**src/rtl/axi_lite_reg_slave.sv**
```systemverilog
// AXI4-Lite slave register bank: byte-strobed writes, SLVERR on bad decode, flat register/pulse export.
// Optional build macro AXI_LITE_PROT_CHECK_EN rejects non-secure (prot[1]) accesses to register 0.
module axi_lite_reg_slave #(
    parameter int DATA_WIDTH    = 32,
    parameter int ADDRESS_WIDTH = 32,
    parameter int NUM_REGS      = 16
) (
    input  logic                           ACLK,
    input  logic                           ARESETn,
    input  logic [ADDRESS_WIDTH-1:0]       AWADDR,
    input  logic [2:0]                     AWPROT,
    input  logic                           AWVALID,
    output logic                           AWREADY,
    input  logic [DATA_WIDTH-1:0]          WDATA,
    input  logic [DATA_WIDTH/8-1:0]        WSTRB,
    input  logic                           WVALID,
    output logic                           WREADY,
    output logic [1:0]                     BRESP,
    output logic                           BVALID,
    input  logic                           BREADY,
    input  logic [ADDRESS_WIDTH-1:0]       ARADDR,
    input  logic [2:0]                     ARPROT,
    input  logic                           ARVALID,
    output logic                           ARREADY,
    output logic [DATA_WIDTH-1:0]          RDATA,
    output logic [1:0]                     RRESP,
    output logic                           RVALID,
    input  logic                           RREADY,
    output logic [NUM_REGS*DATA_WIDTH-1:0] reg_out,
    output logic [NUM_REGS-1:0]            wr_pulse
);
    localparam int BYTES    = DATA_WIDTH / 8;
    localparam int ADDR_LSB = $clog2(BYTES);
    localparam int IDX_W    = $clog2(NUM_REGS);
    localparam logic [ADDRESS_WIDTH-1:0] ADDR_LIMIT = ADDRESS_WIDTH'(NUM_REGS * BYTES);
    localparam logic [1:0] RESP_OKAY   = 2'b00;
    localparam logic [1:0] RESP_SLVERR = 2'b10;

    typedef enum logic {WR_IDLE = 1'b0, WR_RESP = 1'b1} wr_state_t;
    typedef enum logic {RD_IDLE = 1'b0, RD_DATA = 1'b1} rd_state_t;

    function automatic logic [IDX_W-1:0] addr_idx(input logic [ADDRESS_WIDTH-1:0] addr);
        return addr[ADDR_LSB +: IDX_W];
    endfunction

    logic [DATA_WIDTH-1:0]    r_regs [NUM_REGS];
    wr_state_t                r_wr_state, w_wr_state_n;
    rd_state_t                r_rd_state, w_rd_state_n;
    logic                     r_aw_ready, w_aw_ready_n, r_w_ready, w_w_ready_n;
    logic                     r_aw_done, w_aw_done_n, r_w_done, w_w_done_n;
    logic                     r_bvalid, w_bvalid_n;
    logic [1:0]               r_bresp, w_bresp_n;
    logic                     r_ar_ready, w_ar_ready_n;
    logic                     r_rvalid, w_rvalid_n;
    logic [1:0]               r_rresp, w_rresp_n;
    logic [DATA_WIDTH-1:0]    r_rdata, w_rdata_n;
    logic [NUM_REGS-1:0]      r_wr_pulse, w_wr_pulse_n;
    logic [ADDRESS_WIDTH-1:0] r_awaddr;
    logic [DATA_WIDTH-1:0]    r_wdata;
    logic [BYTES-1:0]         r_wstrb;

    logic                     w_aw_hs, w_w_hs, w_ar_hs, w_commit;
    logic [ADDRESS_WIDTH-1:0] w_wr_addr;
    logic [DATA_WIDTH-1:0]    w_wr_data;
    logic [BYTES-1:0]         w_wr_strb;
    logic [IDX_W-1:0]         w_wr_idx, w_rd_idx;
    logic                     w_wr_ok, w_rd_ok;

    assign w_aw_hs  = AWVALID && r_aw_ready;
    assign w_w_hs   = WVALID && r_w_ready;
    assign w_ar_hs  = ARVALID && r_ar_ready;
    assign w_commit = (r_wr_state == WR_IDLE) && (w_aw_hs || r_aw_done) && (w_w_hs || r_w_done);

    // The second handshake of a write may arrive live on the bus; the first one was latched.
    assign w_wr_addr = r_aw_done ? r_awaddr : AWADDR;
    assign w_wr_data = r_w_done ? r_wdata : WDATA;
    assign w_wr_strb = r_w_done ? r_wstrb : WSTRB;
    assign w_wr_idx  = addr_idx(w_wr_addr);
    assign w_rd_idx  = addr_idx(ARADDR);

`ifdef AXI_LITE_PROT_CHECK_EN
    logic [2:0] r_awprot;
    logic [2:0] w_wr_prot;

    assign w_wr_prot = r_aw_done ? r_awprot : AWPROT;
    assign w_wr_ok   = (w_wr_addr < ADDR_LIMIT) && !(w_wr_prot[1] && (w_wr_idx == '0));
    assign w_rd_ok   = (ARADDR < ADDR_LIMIT) && !(ARPROT[1] && (w_rd_idx == '0));

    // Write-protection capture alongside the write address
    always_ff @(posedge ACLK or negedge ARESETn) begin
        if (!ARESETn) begin
            r_awprot <= 3'b000;
        end else if (w_aw_hs) begin
            r_awprot <= AWPROT;
        end
    end
`else
    logic w_unused;

    assign w_unused = ^{AWPROT, ARPROT};
    assign w_wr_ok  = (w_wr_addr < ADDR_LIMIT);
    assign w_rd_ok  = (ARADDR < ADDR_LIMIT);
`endif

    // Capture of whichever write half arrives first
    always_ff @(posedge ACLK or negedge ARESETn) begin
        if (!ARESETn) begin
            r_awaddr <= '0;
            r_wdata  <= '0;
            r_wstrb  <= '0;
        end else begin
            if (w_aw_hs) begin
                r_awaddr <= AWADDR;
            end
            if (w_w_hs) begin
                r_wdata <= WDATA;
                r_wstrb <= WSTRB;
            end
        end
    end

    // Register bank: byte-enabled update on a committed, accepted write
    always_ff @(posedge ACLK or negedge ARESETn) begin
        if (!ARESETn) begin
            for (int k = 0; k < NUM_REGS; k++) begin
                r_regs[k] <= '0;
            end
        end else if (w_commit && w_wr_ok) begin
            for (int b = 0; b < BYTES; b++) begin
                if (w_wr_strb[b]) begin
                    r_regs[w_wr_idx][8*b +: 8] <= w_wr_data[8*b +: 8];
                end
            end
        end
    end

    // Write FSM next-state and next-output logic
    always_comb begin
        w_wr_state_n = r_wr_state;
        w_aw_ready_n = r_aw_ready;
        w_w_ready_n  = r_w_ready;
        w_aw_done_n  = r_aw_done;
        w_w_done_n   = r_w_done;
        w_bvalid_n   = r_bvalid;
        w_bresp_n    = r_bresp;
        case (r_wr_state)
            WR_IDLE: begin
                if (w_commit) begin
                    w_wr_state_n = WR_RESP;
                    w_aw_ready_n = 1'b0;
                    w_w_ready_n  = 1'b0;
                    w_aw_done_n  = 1'b0;
                    w_w_done_n   = 1'b0;
                    w_bvalid_n   = 1'b1;
                    w_bresp_n    = w_wr_ok ? RESP_OKAY : RESP_SLVERR;
                end else begin
                    w_aw_done_n  = r_aw_done || w_aw_hs;
                    w_w_done_n   = r_w_done || w_w_hs;
                    w_aw_ready_n = !(r_aw_done || w_aw_hs);
                    w_w_ready_n  = !(r_w_done || w_w_hs);
                end
            end
            WR_RESP: begin
                if (BREADY) begin
                    w_wr_state_n = WR_IDLE;
                    w_aw_ready_n = 1'b1;
                    w_w_ready_n  = 1'b1;
                    w_bvalid_n   = 1'b0;
                end else begin
                    w_bvalid_n   = 1'b1;
                end
            end
            default: begin
                w_wr_state_n = WR_IDLE;
                w_aw_ready_n = 1'b0;
                w_w_ready_n  = 1'b0;
                w_aw_done_n  = 1'b0;
                w_w_done_n   = 1'b0;
                w_bvalid_n   = 1'b0;
                w_bresp_n    = RESP_OKAY;
            end
        endcase
    end

    // One-hot write pulse for the committed register
    always_comb begin
        w_wr_pulse_n = '0;
        for (int k = 0; k < NUM_REGS; k++) begin
            if (w_commit && w_wr_ok && (w_wr_idx == IDX_W'(k))) begin
                w_wr_pulse_n[k] = 1'b1;
            end else begin
                w_wr_pulse_n[k] = 1'b0;
            end
        end
    end

    // Read FSM; data is sampled before any same-edge write lands
    always_comb begin
        w_rd_state_n = r_rd_state;
        w_ar_ready_n = r_ar_ready;
        w_rvalid_n   = r_rvalid;
        w_rresp_n    = r_rresp;
        w_rdata_n    = r_rdata;
        case (r_rd_state)
            RD_IDLE: begin
                if (w_ar_hs) begin
                    w_rd_state_n = RD_DATA;
                    w_ar_ready_n = 1'b0;
                    w_rvalid_n   = 1'b1;
                    w_rresp_n    = w_rd_ok ? RESP_OKAY : RESP_SLVERR;
                    w_rdata_n    = w_rd_ok ? r_regs[w_rd_idx] : '0;
                end else begin
                    w_ar_ready_n = 1'b1;
                end
            end
            RD_DATA: begin
                if (RREADY) begin
                    w_rd_state_n = RD_IDLE;
                    w_ar_ready_n = 1'b1;
                    w_rvalid_n   = 1'b0;
                end else begin
                    w_rvalid_n   = 1'b1;
                end
            end
            default: begin
                w_rd_state_n = RD_IDLE;
                w_ar_ready_n = 1'b0;
                w_rvalid_n   = 1'b0;
                w_rresp_n    = RESP_OKAY;
                w_rdata_n    = '0;
            end
        endcase
    end

    // State and registered-output update for both channels
    always_ff @(posedge ACLK or negedge ARESETn) begin
        if (!ARESETn) begin
            r_wr_state <= WR_IDLE;
            r_rd_state <= RD_IDLE;
            r_aw_ready <= 1'b0;
            r_w_ready  <= 1'b0;
            r_aw_done  <= 1'b0;
            r_w_done   <= 1'b0;
            r_bvalid   <= 1'b0;
            r_bresp    <= 2'b00;
            r_ar_ready <= 1'b0;
            r_rvalid   <= 1'b0;
            r_rresp    <= 2'b00;
            r_rdata    <= '0;
            r_wr_pulse <= '0;
        end else begin
            r_wr_state <= w_wr_state_n;
            r_rd_state <= w_rd_state_n;
            r_aw_ready <= w_aw_ready_n;
            r_w_ready  <= w_w_ready_n;
            r_aw_done  <= w_aw_done_n;
            r_w_done   <= w_w_done_n;
            r_bvalid   <= w_bvalid_n;
            r_bresp    <= w_bresp_n;
            r_ar_ready <= w_ar_ready_n;
            r_rvalid   <= w_rvalid_n;
            r_rresp    <= w_rresp_n;
            r_rdata    <= w_rdata_n;
            r_wr_pulse <= w_wr_pulse_n;
        end
    end

    assign AWREADY  = r_aw_ready;
    assign WREADY   = r_w_ready;
    assign BVALID   = r_bvalid;
    assign BRESP    = r_bresp;
    assign ARREADY  = r_ar_ready;
    assign RVALID   = r_rvalid;
    assign RRESP    = r_rresp;
    assign RDATA    = r_rdata;
    assign wr_pulse = r_wr_pulse;

    for (genvar k = 0; k < NUM_REGS; k++) begin : g_reg_out
        assign reg_out[k*DATA_WIDTH +: DATA_WIDTH] = r_regs[k];
    end

endmodule
```
**config.mk**
```make
export PLATFORM = sky130hd
export DESIGN_NAME = axi_lite_reg_slave
export DESIGN_NICKNAME = d
export VERILOG_FILES = /design/src/rtl/axi_lite_reg_slave.sv
export SDC_FILE = /design/constraint.sdc
export NUM_CORES = 1
export LEC_CHECK = 0
export CAP_MARGIN = 10
export CELL_PAD_IN_SITES_DETAIL_PLACEMENT = 1
export CELL_PAD_IN_SITES_GLOBAL_PLACEMENT = 2
export CORE_AREA = 2 2 235 329
export DETAILED_ROUTE_END_ITERATION = 6
export DIE_AREA = 0 0 237 331
export PLACE_DENSITY_LB_ADDON = 0.12
export REMOVE_ABC_BUFFERS = 1
export SYNTH_ARGS = -nofsm -noshare
export SYNTH_HDL_FRONTEND = slang
export SYNTH_SLANG_ARGS = --single-unit
export TNS_END_PERCENT = 100
```
**constraint.sdc**
```tcl
create_clock -name ACLK -period 5.5 [get_ports ACLK]
set_input_delay 1.375 -clock ACLK [delete_from_list [all_inputs] [get_ports ACLK]]
set_output_delay 1.375 -clock ACLK [all_outputs]
set_load 0.02 [all_outputs]
```
### Layout detail

Window x 165 to 190, y 70 to 95 um. Cells in grey, sequential cells in the stronger grey; small squares are vias.
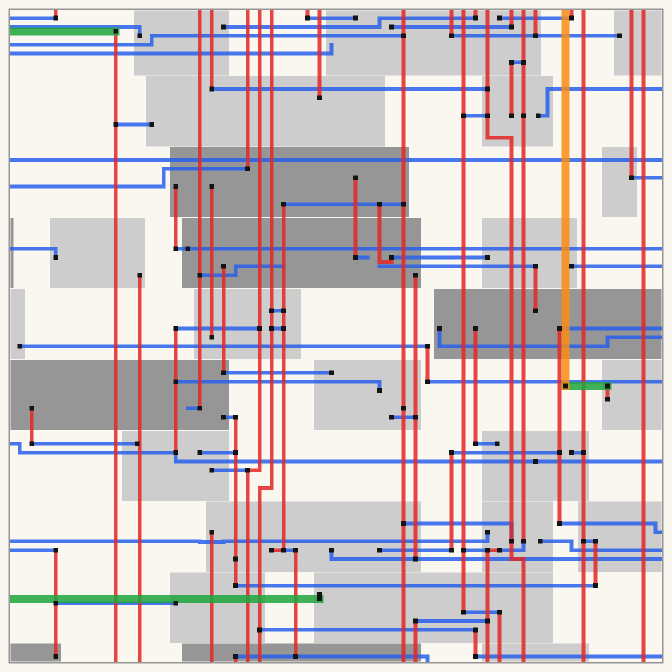
| layer | colour |
|---|---|
| metal 1 | blue |
| metal 4 | orange |
| metal 2 | red |
| metal 3 | green |
sequential cells in the window: 4
most frequent: clkdlybuf4s50_1 (6), mux2_2 (4), dfrtp_1 (4)
netlist names of flops here include: reg_out (4)
cells with their middle in the window: 21

### M4 wires

Cells faint in the background.
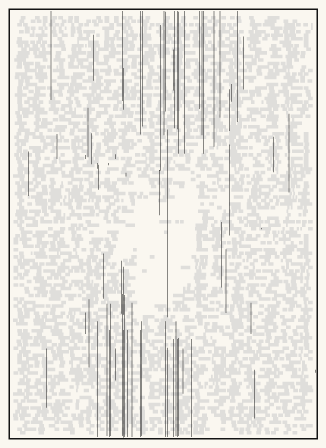
wire length on this layer: 4260 um
share of all routed wire: 4.0%
main direction: vertical
longest straight run: 145 um

### Power grid

The bar under the picture is 50 um long. Pins as bars on the die edge. Tap cells in grey.
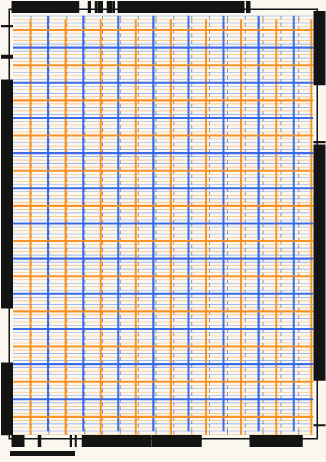
| net | colour |
|---|---|
| VSS | orange |
| VDD | blue |
met5 straps: 23
met1 rails: 120
met4 straps: 17

### Routed metal, one colour a layer

Two of the layers only.
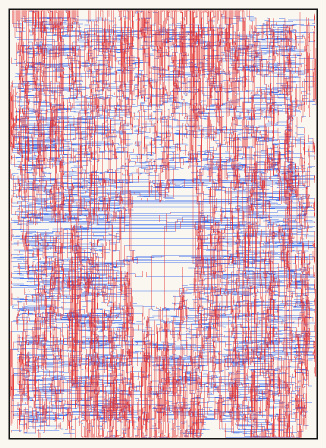
| layer | colour | wire length |
|---|---|---|
| metal 2 | red | 53.8 mm |
| metal 1 | blue | 41.1 mm |

==> impl_metrics.tcl <==
# metrics dict for downstream scripts
set metrics [dict create \
    seq_share_pct 41.2 \
    synthCells 1799 \
    reg2reg_to "reg_out[201]$_DFFE_PN0P_" \
    ctsHoldBuffers 0 \
    synthArstFlopShare_pct 100 \
    antenna_found_initial 10 \
    cts_tree "done" \
    leakagePower_uw 0.0175 \
    die_area_um2 78400 \
    yosys_warnings 0 \
    place.gp.congestion 0.841 \
    largestClassByArea "sequential cells" \
    ys_seq_share_pct 56.0 \
    top_cell_area_share_pct 56.0 \
    grt_pass1_vias 21250 \
    ys.flops 637 \
    sh_comb_area_pct 31.3 \
    io_pins 682 \
    post-cts-setup-buffer-count 0 \
    synth.area.top_cells "dfrtp_1, mux2_2, mux4_2, a22oi_1, nand3_2" \
    buffer_area_share_pct 18.4 \
    p_total_uw 11700 \
    cts_made_buffers 68 \
    ctsResizeCount 0 \
    drc 0 \
    path_clk_slew_ns 0.06 \
    fin_skew_ns 0.0273 \
    grt.total_usage_pct 27.3 \
    rsz0062_at_grt "no" \
    finalCriticalPeriod_ns 4.32 \
    wl_per_cell_um 30.9 \
    critPathMaxFanout 13 \
    openroad.warnings 41 \
    cap_violations 0 \
    reg2regPathDepth 7 \
    hold_viol 0 \
    max_freq_mhz 232 \
    ff_count 637 \
    slew_headroom_pct 23.2 \
    antenna_left 0 \
    flop_area_um2 15900 \
    dr.pass1.iters 4 \
    power_density_nw_per_um2 301 \
    die_h_um 331 \
    syn_to_final_growth_pct 36.0 \
    endpoint "reg_out[201]$_DFFE_PN0P_" \
    clkbuf_count 105 \
    top_area_cell "dfrtp_1" \
    vias_per_cell 5.56 \
    grt_pass1_wl_mm 155 \
    core_um2 75200 \
    rows 119 \
    status "finished clean" \
    taps 968 \
    dp_hpwl_mm 78.6 \
]
==> power breakdown <==
part / switching [uW] / total [uW] / leakage, uW / internal (uW)
combinational: 1180 / 1780 / 0.00763 / 600
sequential: 174 / 5130 / 0.00872 / 4950
clock: 1930 / 4760 / 0.00113 / 2830
==> synth_stat cells, types with 3 or more instances <==
| cell | number |
|---|---|
| a211oi_2 | 4 |
| a21oi_1 | 5 |
| a221oi_4 | 4 |
| a22o_1 | 33 |
| a22oi_1 | 66 |
| buf_1 | 18 |
| buf_2 | 3 |
| buf_4 | 9 |
| clkbuf_1 | 81 |
| dfrtp_1 | 637 |
| inv_1 | 5 |
| mux2_2 | 608 |
| mux2i_1 | 4 |
| mux4_2 | 128 |
| nand2_1 | 42 |
| nand2b_1 | 3 |
| nand3_1 | 23 |
| nand3_2 | 34 |
| nand3_4 | 10 |
| nand4_1 | 3 |
| nor2_1 | 10 |
| nor2b_1 | 5 |
| nor3_1 | 17 |
| nor3b_1 | 4 |
| nor4_1 | 13 |
| o21a_1 | 4 |
| o21ai_0 | 3 |
==> flip-flops by register name, summed over array words and instances (netlist names) <==
| name | cells |
|---|---|
| ARREADY | 1 |
| AWREADY | 1 |
| BRESP | 1 |
| BVALID | 1 |
| RDATA | 32 |
| RRESP | 1 |
| RVALID | 1 |
| WREADY | 1 |
| r_aw_done | 1 |
| r_awaddr | 30 |
| r_rd_state | 1 |
| r_w_done | 1 |
| r_wdata | 32 |
| r_wr_state | 1 |
| r_wstrb | 4 |
| reg_out | 512 |
| wr_pulse | 16 |
==> layer usage <==
metal / vias up / wire (um) / global-route usage (%)
met4: 10 / 4260 / 10.8
met1: 10402 / 41100 / 32.2
met2: 644 / 53800 / 46.3
met5: - / 52 / 0
li1: 8185 / - / -
met3: 157 / 8470 / 8.98
==> worst min-delay path by stage <==
stage / start / to / cells past startpoint
finish: BRESP[1]$_DFFE_PN0P_ / BRESP[1]$_DFFE_PN0P_ / 1
global route: r_wdata[0]$_DFFE_PN0P_ / r_wdata[0]$_DFFE_PN0P_ / 1
detailed placement: BRESP[1]$_DFFE_PN0P_ / BRESP[1]$_DFFE_PN0P_ / 1
floorplan: r_wdata[0]$_DFFE_PN0P_ / r_wdata[0]$_DFFE_PN0P_ / 1
global placement: BVALID$_DFFE_PN0P_ / BVALID$_DFFE_PN0P_ / 1
CTS: BRESP[1]$_DFFE_PN0P_ / BRESP[1]$_DFFE_PN0P_ / 1
==> worst max-delay path, cell delays in order <==
cell and delay [ns]:
clkdlybuf4s50_1 0.46, nor4_1 0.39, nand3_1 0.54, a211oi_4 0.87, nand3_1 0.67, mux2_2 0.48
==> cell families after synthesis <==
| family | synth area share [%] |
|---|---|
| muxes | 34.3 |
| DFF | 56.0 |
| and+or+nand+nor | 4.07 |
| AOI/OAI and AO/OA | 3.86 |
| buffers and inverters | 1.72 |
| other | 0.0132 |
==> stage by stage <==
step	std cells	utilization [%]	cell area (um2)
final	3490	51.5	38700
after global routing	3489	51.5	38700
after CTS	3486	51.5	38700
after detailed placement	3369	48.4	36400
after global placement	3369	48.4	36400
after floorplan	1687	-	28000
Power is estimated from default activity; no workload was simulated.
